===== src/rtl/mem_access_ctrl.sv =====
// Load/store sequencer toward a RAM with a ready strobe and wait timeout; two-cycle minimum latency.
// Requests that arrive while busy are dropped, never queued; strobes stay up until ram_ready or timeout.
module mem_access_ctrl #(
    parameter int unsigned TIMEOUT = 15
) (
    input  logic        clk,
    input  logic        rst_n,
    input  logic        ld_req,
    input  logic        st_req,
    input  logic [15:0] addr,
    input  logic [15:0] st_data,
    input  logic [15:0] ram_rdata,
    input  logic        ram_ready,
    output logic [15:0] ram_addr,
    output logic [15:0] ram_wdata,
    output logic        ram_re,
    output logic        ram_we,
    output logic [15:0] ld_data,
    output logic        reg_in_sel,
    output logic        reg_we,
    output logic        busy,
    output logic        done,
    output logic        err
);

    // Counter value at which one more unanswered ACCESS cycle reaches TIMEOUT.
    localparam logic [7:0] WAIT_LAST = 8'(TIMEOUT - 1);

    typedef enum logic [1:0] {
        ST_IDLE   = 2'd0,
        ST_ACCESS = 2'd1,
        ST_DONE   = 2'd2
    } state_t;

    state_t      state_q,    state_d;
    logic        op_st_q,    op_st_d;
    logic [15:0] addr_q,     addr_d;
    logic [15:0] wdata_q,    wdata_d;
    logic [15:0] ld_data_q,  ld_data_d;
    logic [7:0]  wait_cnt_q, wait_cnt_d;
    logic        err_q,      err_d;

    always_ff @(posedge clk or negedge rst_n) begin
        if (!rst_n) begin
            state_q    <= ST_IDLE;
            op_st_q    <= 1'b0;
            addr_q     <= 16'h0000;
            wdata_q    <= 16'h0000;
            ld_data_q  <= 16'h0000;
            wait_cnt_q <= 8'h00;
            err_q      <= 1'b0;
        end else begin
            state_q    <= state_d;
            op_st_q    <= op_st_d;
            addr_q     <= addr_d;
            wdata_q    <= wdata_d;
            ld_data_q  <= ld_data_d;
            wait_cnt_q <= wait_cnt_d;
            err_q      <= err_d;
        end
    end

    always_comb begin
        state_d    = state_q;
        op_st_d    = op_st_q;
        addr_d     = addr_q;
        wdata_d    = wdata_q;
        ld_data_d  = ld_data_q;
        wait_cnt_d = wait_cnt_q;
        err_d      = 1'b0;

        case (state_q)
            ST_IDLE: begin
                if (ld_req || st_req) begin
                    state_d    = ST_ACCESS;
                    op_st_d    = st_req;  // store wins when both are raised
                    addr_d     = addr;
                    wdata_d    = st_data;
                    wait_cnt_d = 8'h00;
                end
            end
            ST_ACCESS: begin
                // Ready on the final allowed cycle still completes the access.
                if (ram_ready) begin
                    state_d    = ST_DONE;
                    wait_cnt_d = 8'h00;
                    if (!op_st_q) begin
                        ld_data_d = ram_rdata;
                    end
                end else if (wait_cnt_q == WAIT_LAST) begin
                    state_d    = ST_IDLE;
                    wait_cnt_d = 8'h00;
                    err_d      = 1'b1;
                end else begin
                    wait_cnt_d = wait_cnt_q + 8'h01;
                end
            end
            ST_DONE: begin
                state_d = ST_IDLE;
            end
            default: begin
                state_d = ST_IDLE;
            end
        endcase
    end

    assign ram_addr   = addr_q;
    assign ram_wdata  = wdata_q;
    assign ram_re     = (state_q == ST_ACCESS) && !op_st_q;
    assign ram_we     = (state_q == ST_ACCESS) &&  op_st_q;
    assign ld_data    = ld_data_q;
    assign reg_we     = (state_q == ST_DONE) && !op_st_q;
    assign reg_in_sel = (state_q == ST_DONE) && !op_st_q;
    assign busy       = (state_q != ST_IDLE);
    assign done       = (state_q == ST_DONE);
    assign err        = err_q;

endmodule


===== config.mk =====
export PLATFORM = sky130hd
export DESIGN_NAME = mem_access_ctrl
export DESIGN_NICKNAME = d
export VERILOG_FILES = /design/src/rtl/mem_access_ctrl.sv
export SDC_FILE = /design/constraint.sdc
export NUM_CORES = 1
export LEC_CHECK = 0
export ABC_CLOCK_PERIOD_IN_PS = 3300
export CORE_MARGIN = 2
export CORE_UTILIZATION = 35
export CTS_BUF_LIST = sky130_fd_sc_hd__clkbuf_8 sky130_fd_sc_hd__clkbuf_16
export DETAILED_ROUTE_END_ITERATION = 16
export HOLD_SLACK_MARGIN = 0.03
export PLACE_DENSITY_LB_ADDON = 0.15
export SETUP_SLACK_MARGIN = 0.15
export SKIP_LAST_GASP = 1
export SLEW_MARGIN = 30
export SYNTH_ARGS = -nofsm -noshare
export SYNTH_HDL_FRONTEND = slang
export SYNTH_SLANG_ARGS = --single-unit

===== constraint.sdc =====
create_clock -name clk -period 3.3 [get_ports clk]
set_input_delay 0.825 -clock clk [delete_from_list [all_inputs] [get_ports clk]]
set_output_delay 0.825 -clock clk [all_outputs]
set_load 0.02 [all_outputs]

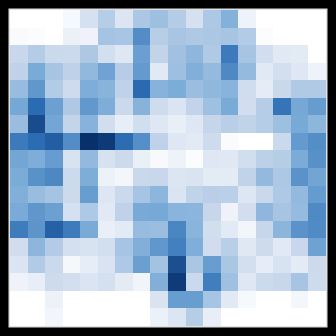
Fig. 1. Signal metal coverage by tile (run 1).
18 x 18 tiles, from white (low) to dark blue (high), scaled to the fullest tile. Values are wire area over tile area, all layers added.
fullest tile: 0.38
nearly empty tiles: 12%
tiles over half the peak: 18%
densest ninth of the die: west
mean over tiles: 0.11

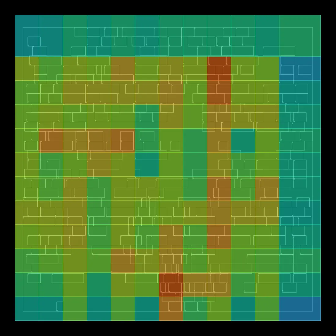
Fig. 2. Routing congestion map (run 1).
WL per Instance: 14.0 um
post-layout util: 0.556
GR Layer Usage met1: 0.190
met3 Track Usage GR: 0.0660
GRT Overall Usage: 0.147

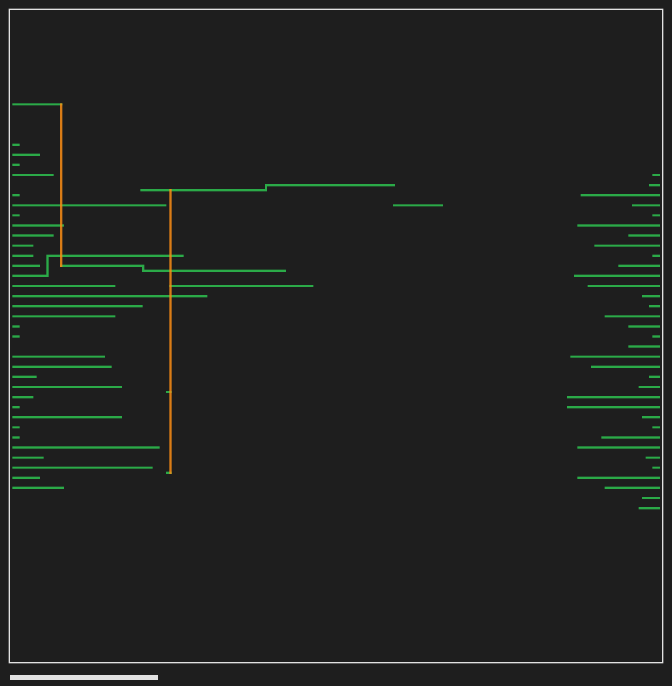
Fig. 3. Routed metal, one colour a layer (run 1).
The bar under the picture is 20 um long. Only two layers are drawn.
[green] met3 | wire length: 544 um
[orange] met4 | wire length: 59.8 um

==> notes.md, run 1 <==
Implementation status.

- The tightest hold path in the finished design has a slack of 0.480 ns.
- Checking max transition, the worst relative margin is 0.520.
- On the worst setup and hold paths after CTS, the clock-pin slew comes to 0.06 ns.
- The post-placement setup slack is 0.759 ns.
- The number of global-route vias before repair came to 1740.
- The critical path arrival is 1.80 ns.
- The repair_antennas step left the layout with diodes totalling 0.
- Buffers added to address setup during post-CTS repair amount to 0.
- Per the post-synthesis report, the number of cells in the design is 166.
- The count of warning messages emitted by the tools is 27.
- The worst register-to-register path has a setup slack of 1.39 ns.
- The number of maximum-capacitance violations recorded for the run is 0.
- The count of clock tree sinks is 60.
- The number of register bits inferred by synthesis is 60.
- Looking at the clock tree report, the maximum root-to-sink buffer count equals 2.
- The overall die width is 87.9 um.
- The number of endpoints with negative hold slack in the final report is 0.
- The number of filler instances in the final layout is 604.
- In the final report, the number of endpoints failing setup comes to 0.
- The number of detailed-routing iterations run before antenna repair is 4.
- VDD sags by at most 484 uV.
- For this run, the detailed router reports a per-instance via density of 4.48.
- The detailed-route via count is 1708.
- The critical path start-end classification is flop to output pin.
- The area of the chip is 0.00772 mm2.
- Per the synthesis report, the dominant area consumer among library cells is dfrtp_1.
- The worst setup path is captured at an output pin.
- The flow ran to the end, and the final reports show no timing, DRC or antenna violations.
- Per STA, the startpoint of the critical path is state_q[1].
- Summing all placed instances gives a cell area of 0.00359 mm2.
- Setup repair after global routing left no endpoint under its margin.
- The critical path launch point type is a flop.
- The area of the placeable core is 0.00679 mm2.
- The number of clock buffers inserted by TritonCTS is 9.
- In this run, the number of DRC markers left after iteration 0 of detailed routing was 43.
- The most common cell in the netlist is dfrtp_1.
- In this run the remaining antenna-violating nets after routing total 0.
- The share of the clock period used by the worst path is 0.795.
- The final layout contains 335 nets.
- In this run the critical path is formed by inv_1 > nor3_1 > clkdlybuf4s50_1.
- STA shows the worst reg2reg path with a cell count of 4.
- The slew of the pin with the lowest slew margin is 0.720 ns.
- The highest clock rate this design can be run at is 0.381 GHz.
- The report lists the number of cells resized after CTS as 0.
- Summed over all failing endpoints, the final setup total negative slack is 0 ns.
- The shortest clock period the worst path allows after layout is 2.62 ns.
- For this run, the leading register cell type out of synthesis is dfrtp_1.
- The synthesized netlist occupies a cell area of 0.00246 mm2.
- The minimum setup slack in the final design is 0.677 ns.
- At the later pin of the worst-skew pair, clock insertion delay measures 0.32 ns.
- The initial core utilization is 0.362.
- According to the dpl log, the detail-placed design has an HPWL of 3960 um.
- Per the final layout report, the fraction of cells sized above drive strength 1 comes to 0.249.
- The mean post-synth cell area is 14.8 um2.
- The area fraction of the largest cell type after synthesis is 0.610.
- The clock tree from TritonCTS is built.
- Summed over all layers, the global routing overflow is 0.
- The Yosys chip area is 0.00246 mm2.
- The number of top-level pins is 108.
- Checking hold timing, the worst path is listed with class input pin to asynchronous set/reset pin.
- The share of the Yosys chip area taken by registers is 0.610.
- The synthesis report lists the Yosys warning total as 0.
- The power density relative to cell area is 961 mW/mm2.
- Per the Yosys statistics, synthesis produced 166 cells.
- The tree is rooted in a clkbuf_8.
- According to the timing report, the critical path is captured at reg_we.
- The endpoint identified for the worst register-to-register timing path is ld_data[13].
- The reg-to-reg startpoint is state_q[0].
- Clock skew on the completed layout was measured at 0.00414 ns.
- The post-layout instance area is 0.00378 mm2.
- The number of pins with negative max-slew slack in the final report is 0.
- At floorplan, the net count of the design was reported as 221.
- Between the synthesized netlist and the finished layout, the area growth was recorded as 53.4%.
- In the post-route report, total wirelength is listed as 5320 um.
- The total DRC errors in the routed layout is 0.
- For reference, the top cells by count after synthesis are dfrtp_1, mux2_2, nor2_1, nand2_1, xnor2_1.
- The synthesis report lists the most area-consuming cells as dfrtp_1, mux2_2, clkbuf_8.
- In the synthesized netlist the async set-or-reset flop fraction comes to 1.00.
- The number of levels in the clock H-tree is 3.
- Entering global routing, the biggest net connects 33 pins.
- The count of flip-flops with a built-in enable after synthesis is 0.
- The wire length of the first global-routing pass is 8420 um.
- The critical path endpoint has a required time of 2.47 ns.
- The largest fanout on the critical path is 6.
- The floorplan has 30 rows.
- The number of buffers inserted for hold repair after clock tree synthesis is 0.
- The final RePlAce weighted congestion is 0.749.
- The maximum single-stage delay on the critical path is 0.68 ns.
- The distinct cell type count after synthesis is 30.
- The number of antenna violations at the first check in global routing is 0.
- According to the floorplan report, the die height is 87.9 um.
- On the critical path, the stage with the largest delay is an instance of clkdlybuf4s50_1.
- Per the OpenROAD power report, leakage power amounts to 1.57 nW.
- Per the placement log, port buffering inserted 107 buffers.
[run 1: cells in the final DEF (no fill, tap or decap), types with 2 or more instances in the layout]
cell / synthesis / layout
inv_1: 3 / 6
xor2_1: 2 / 2
o311ai_0: 2 / 2
clkdlybuf4s50_1: 0 / 106
nor2_1: 10 / 10
nor3_1: 3 / 3
nand2_1: 4 / 4
buf_4: 1 / 3
ha_1: 2 / 2
clkbuf_8: 3 / 12
dfrtp_1: 60 / 60
nand3_1: 3 / 3
and3_2: 2 / 2
xnor2_1: 4 / 4
mux2_2: 48 / 48
o21ai_0: 2 / 2
[run 1: final cells by class]
cell class	instances	area, um2	area share
Timing Repair Buffer	110	1090	0.288
Sequential cell	60	1500	0.398
Clock buffer	12	165	0.0437
Clock inverter	4	16.3	0.00431
Inverter	3	11.3	0.00298
Tap cell	96	120	0.0318
Multi-Input combinational cell	96	873	0.231
[run 1: state kept, by name, summed over array words and instances (netlist names)]
register	count
ram_wdata	16
op_st_q	1
ram_addr	16
wait_cnt_q	8
err	1
state_q	2
ld_data	16
[run 1: metal layers]
layer  routed length [um]  global-route usage  up-vias
li1                     -                   -      812
met1                 2380               0.190      814
met2                 2340               0.212       76
met3                  543              0.0660        6
met4                   59              0.0629        0
met5                    0                   0        -
[run 1: through the flow]
stage | power, mW | util | std cells
6_report | 3.63 | 0.556 | 381
5_1_grt | 3.87 | 0.556 | 381
4_1_cts | 3.68 | 0.556 | 381
3_5_place_dp | 3.08 | 0.529 | 365
2_1_floorplan | 2.26 | - | 166
3_3_place_gp | 3.05 | 0.529 | 365
[run 1: worst min-delay path by stage]
stage	from	to	slack, ns	cells past startpoint
2_1_floorplan	wait_cnt_q[7]	wait_cnt_q[7]	0.50	2
3_3_place_gp	ram_addr[8]	ram_addr[8]	0.49	1
3_5_place_dp	ram_addr[9]	ram_addr[9]	0.49	1
4_1_cts	rst_n	ram_addr[10]	0.49	1
5_1_grt	rst_n	ram_addr[10]	0.51	1
6_report	rst_n	ram_addr[10]	0.48	1
[run 1: cell families after synthesis]
kind of cell	after synthesis	synth area share
adder cells (fa/ha/maj)	2	0.0102
AND/OR/NAND/NOR	32	0.0752
multiplexers	48	0.220
AND-OR/OR-AND	8	0.0254
buffers and inverters	10	0.0381
flip-flops	60	0.610
XOR/XNOR	6	0.0214
[run 1: critical path, delay by kind of cell (launching register included)]
family        cells  cell delay (ns)
simple gates      1             0.24
flops             1             0.42
buf+inv           2             0.80
[run 1: report_power, final]
part | switching (mW) | total (mW) | internal, mW
logic | 0.824 | 1.79 | 0.964
clock network | 0.267 | 0.592 | 0.325
registers | 0.183 | 1.25 | 1.07
Fig. 4: run 1, zoomed window
The bar under the picture is 5 um long. Region (56, 56) to (76, 76) um. Cells in grey, sequential cells in the stronger grey; small squares are vias.
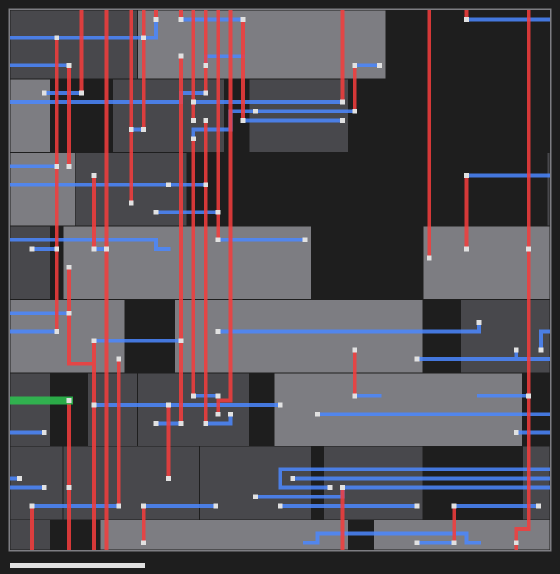

--- run 2 (diff from run 1) ---
- ABC_CLOCK_PERIOD_IN_PS: 3300 -> 2400
- clock period: 3.3 -> 2.4 ns (I/O delays scaled with it)
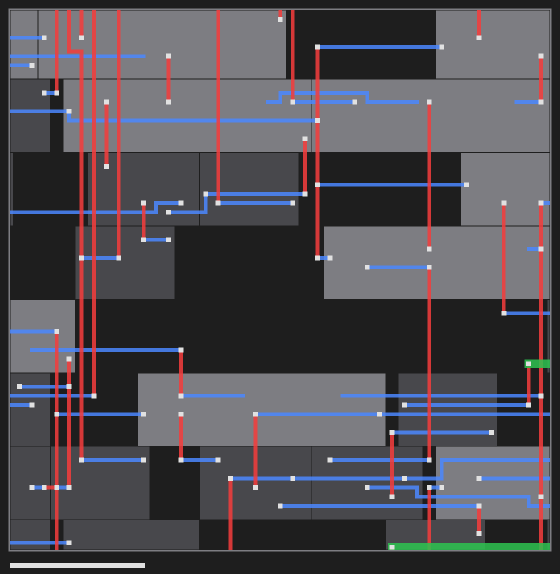
Fig. 5. Zoomed window (run 2).
The bar under the picture is 5 um long. Region (56, 56) to (76, 76) um. Cells in grey, sequential cells in the stronger grey; small squares are vias.
[red] met2
[green] met3
[blue] met1
most frequent: dfrtp_1 (5), clkdlybuf4s50_1 (4), mux2_2 (3)
netlist names of flops here include: ram_wdata (3), ld_data (2)
cells with their middle in the window: 13
sequential cells in the window: 5

==> run 2 against run 1 <==
Via count increased by 1.5%. Setup slack worse by 0.41 ns. Hold slack got worse by 0.21 ns. Core utilization is 0.55 points higher. Global-route usage decreased by 0.46 points.
==> notes.md, run 2 <==
Implementation status.

- In the synthesized netlist the dominant register cell turns out to be dfrtp_1.
- For reference, the top cells by area after synthesis are dfrtp_1, mux2_2, clkbuf_8.
- The critical path in this run is classified as flop to output pin.
- The fraction of power consumed by the clock network is 0.164 (about the same).
- The total congestion overflow after global routing is 0 (unchanged).
- The yosys synthesis warning count is 0 (unchanged).
- The post-cts repair resize count came to 5 (+5).
- The combinational share of power is 0.496 (+0.003).
- The clock-pin slew of the registers on the worst-case setup and hold paths was 0.06 ns (about the same).
- The initial core utilization came to 0.362 (unchanged).
- The wire length of the first global-routing pass is 8290 um (-1.6%).
- The total wire length is 5220 um (-1.9%).
- The number of detailed-routing iterations run before antenna repair is 4 (unchanged).
- The mean post-synth cell area is 14.8 um2 (unchanged).
- The net count of the mapped netlist was 221 (unchanged).
- The number of antenna violations at the first check in global routing is 0 (unchanged).
- The layout net count was 337 (+0.60%).
- The number of buffers inserted for hold repair after clock tree synthesis is 0 (unchanged).
- The pin count of the biggest net entering global routing is 61 (+85%).
- The distinct cell type count after synthesis is 30 (unchanged).
- The largest voltage drop on the vdd net came to 606 uV (+25%).
- Per the timing report, the achievable frequency comes out to 0.468 GHz.
- The area growth from synthesis to layout is 55.0%.
- The number of levels in the clock H-tree is 3 (unchanged).
- The critical path capture point type is an output pin.
- The critical path launch point type is a flop.
- The post-detailed-route wirelength per cell was 13.6 um (-2.4%).
- The number of clock buffers inserted by TritonCTS came to 9 (unchanged).
- The number of pins with negative max-slew slack in the final report is 0 (unchanged).
- The maximum clock path buffer count came to 2 (unchanged).
- The slew of the pin with the lowest slew margin is 0.454 ns (-0.265 ns).
- The data required time at the worst endpoint is 1.80 ns (-0.67 ns).
- The top cell type's share of synthesized area was 0.610 (unchanged).
- The net switching component of the power is 1.75 mW (+37%).
- The share of final-layout standard cells stronger than drive strength 1 is 0.265 (+0.0157).
- The final RePlAce weighted congestion is 0.789 (+5.4%).
- The synthesized instance count is 166 (unchanged).
- The critical path arrival is 1.54 ns (-0.26 ns).
- The area of the chip came to 0.00772 mm2 (unchanged).
- The switching share of power came to 0.346 (-0.00464).
- The number of maximum-capacitance constraint violations is 0 (unchanged).
- Leaving out fill and tap cells, the most frequent cell in the layout is clkdlybuf4s50_1.
- Ranking logic cells in the layout by count gives the top entries clkdlybuf4s50_1, dfrtp_1, mux2_2, nor2_1, clkbuf_8.
- The smallest clock period supported by the final layout is computed as 2.14 ns.
- The count of flip-flops with a built-in enable after synthesis came to 0 (unchanged).
- The insertion delay to the later sink of the worst-skew pair is 0.32 ns (about the same).
- The count of routing violations after the opening detailed-route iteration is 79 (+84%).
- The total internal power is 3.30 mW (+40%).
- The fraction of registers with async set or reset after synthesis is 1.00 (unchanged).
- The largest fanout on the critical path was 9 (+3).
- The setup clock skew after layout is 0.00660 ns (+0.00246 ns).
- The number of global-route vias before repair is 1810 (+4.0%).
- The number of register bits inferred by synthesis is 60 (unchanged).
- Post-route period utilization is reported as 0.890.
- The residual antenna-violating net count after detailed routing is 0 (unchanged).
- The detailed-route via count is 1734 (+1.5%).
- The number of filler instances in the final layout came to 576 (-4.6%).
- The placed wire-length estimate after detailed placement is 3750 um (-5.4%).
- The combined global-route utilization of all metal layers is 0.142 (-0.00462).
- The overall die width is 87.9 um (unchanged).
- The max-slew headroom at the worst pin is 0.693 (+0.173).
- The cell total in the yosys stat output is 166 (unchanged).
- The static power due to leakage is 1.60 nW (+2.1%).
- The area of the placeable core was 0.00679 mm2 (unchanged).
- The count of warning messages emitted by the tools is 27 (unchanged).
- The sequential share of the synthesized area is 0.610 (unchanged).
- The number of top-level pins came to 108 (unchanged).
- The power after layout is 5.05 mW (+39%).
- The number of endpoints with negative hold slack in the final report came to 0 (unchanged).
- The flow ran to the end, and the final reports show no timing, DRC or antenna violations.
- The total DRC errors in the routed layout was 0 (unchanged).
- The area taken by flip-flops and latches is 0.00150 mm2 (about the same).
- Setup repair after global routing left no endpoint under its margin.
- The power density relative to cell area was 1320 mW/mm2 (+38%).
- The post-detailed-route via-to-cell ratio is 4.53 (+0.99%).
- The total area of multi-input combinational cells is 873 um2 (unchanged).
- The row count is 30 (unchanged).
- The Yosys chip area is 0.00246 mm2 (unchanged).
- STA reports the tightest min-delay check as being of type input pin to asynchronous set/reset pin.
- The antenna diode count was 0 (unchanged).
- The count of clock tree sinks is 60 (unchanged).
- The number of buffers inserted by post-CTS setup repair is 0 (unchanged).
- The cell at the root of the clock tree is clkbuf_8.
- The die extent in y came to 87.9 um (unchanged).
- The cell area after synthesis was 0.00246 mm2 (unchanged).
- The most frequently used library cell after synthesis is dfrtp_1.
- The final tally of setup violations is 0 (unchanged).
- The number of port buffers was 107 (unchanged).
- The part of the total power dissipated in sequential elements came to 0.340 (-0.004).
- The cell taking the most area after synthesis is dfrtp_1.
- The clock tree from TritonCTS is built.
- The total negative setup slack is 0 ns (unchanged).
- The commonest cells after synthesis are dfrtp_1, mux2_2, nor2_1, nand2_1, xnor2_1.
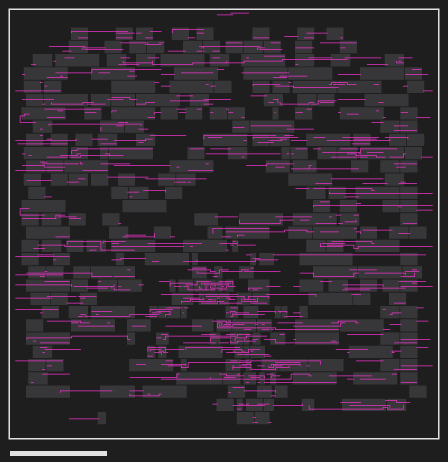
Fig. 6. Met1 routing (run 2).
The bar under the picture is 20 um long. Cells faint in the background.
longest straight run: 31.3 um
main direction: horizontal
wire length on this layer: 2310 um
nets with wire on the layer: 282

[run 2: cell counts after synthesis]
Identical to the previous run, type by type.
[run 2: area by class of cell]
cell class / instances / area share
clock inverter: 7 / 0.0154
timing repair buffer: 112 / 0.295
clock buffer: 9 / 0.0325
inverter: 3 / 0.00295
tap: 96 / 0.0315
multi-input combinational: 96 / 0.229
sequential: 60 / 0.394
[run 2: logic make-up (layout without fill, tap and decap cells)]
group	after synthesis	after routing	synth area share
flip-flops	60	60	0.610
XOR/XNOR	6	6	0.0214
buffers and inverters	10	131	0.0381
adder cells (fa/ha/maj)	2	2	0.0102
AND/OR/NAND/NOR	32	32	0.0752
AND-OR/OR-AND	8	8	0.0254
multiplexers	48	48	0.220
[run 2: worst max-delay path: stages, from the launching register on]
cell	delay, ns
dfrtp_2	0.46
nor2_1	0.17
inv_1	0.05
clkdlybuf4s50_1	0.53
[run 2: worst paths after layout]
check,start,endpoint,slack [ns],cells past startpoint
max in group asynchronous,rst_n,ram_wdata[4],1.86,2
worst min register to register,ld_data[11],ld_data[11],0.50,1
min in group clk,ld_data[11],ld_data[11],0.50,1
worst min-delay path,rst_n,ram_addr[11],0.27,2
worst max register to register,wait_cnt_q[0],wait_cnt_q[2],0.78,7
worst max-delay path,state_q[0],busy,0.26,3
[run 2: layer usage]
metal  GRT usage  wire, um
met1       0.178      2310
met4      0.0587        48
met2       0.214      2360
met3      0.0641       504
met5           0         0
[run 2: power by group through the flow]
stage | sequential, mW | combinational (mW) | clock (mW)
6_report | 1.71 | 2.51 | 0.827
5_1_grt | 1.78 | 2.68 | 0.920
4_1_cts | 1.72 | 2.55 | 0.867
3_5_place_dp | 1.73 | 2.55 | 0
3_3_place_gp | 1.71 | 2.54 | 0
2_1_floorplan | 2.22 | 0.881 | 0
[run 2: metrics by stage]
step	cells	hold slack (ns)	worst slack, ns	utilization	area, um2
3_5_place_dp	367	0.495	0.328	0.535	3630
2_1_floorplan	166	0.304	0.499	-	2460
6_report	383	0.270	0.264	0.561	3810
3_3_place_gp	367	0.487	0.338	0.535	3630
4_1_cts	383	0.284	0.230	0.561	3810
5_1_grt	383	0.294	0.167	0.561	3810
Power is estimated from default activity; no workload was simulated.
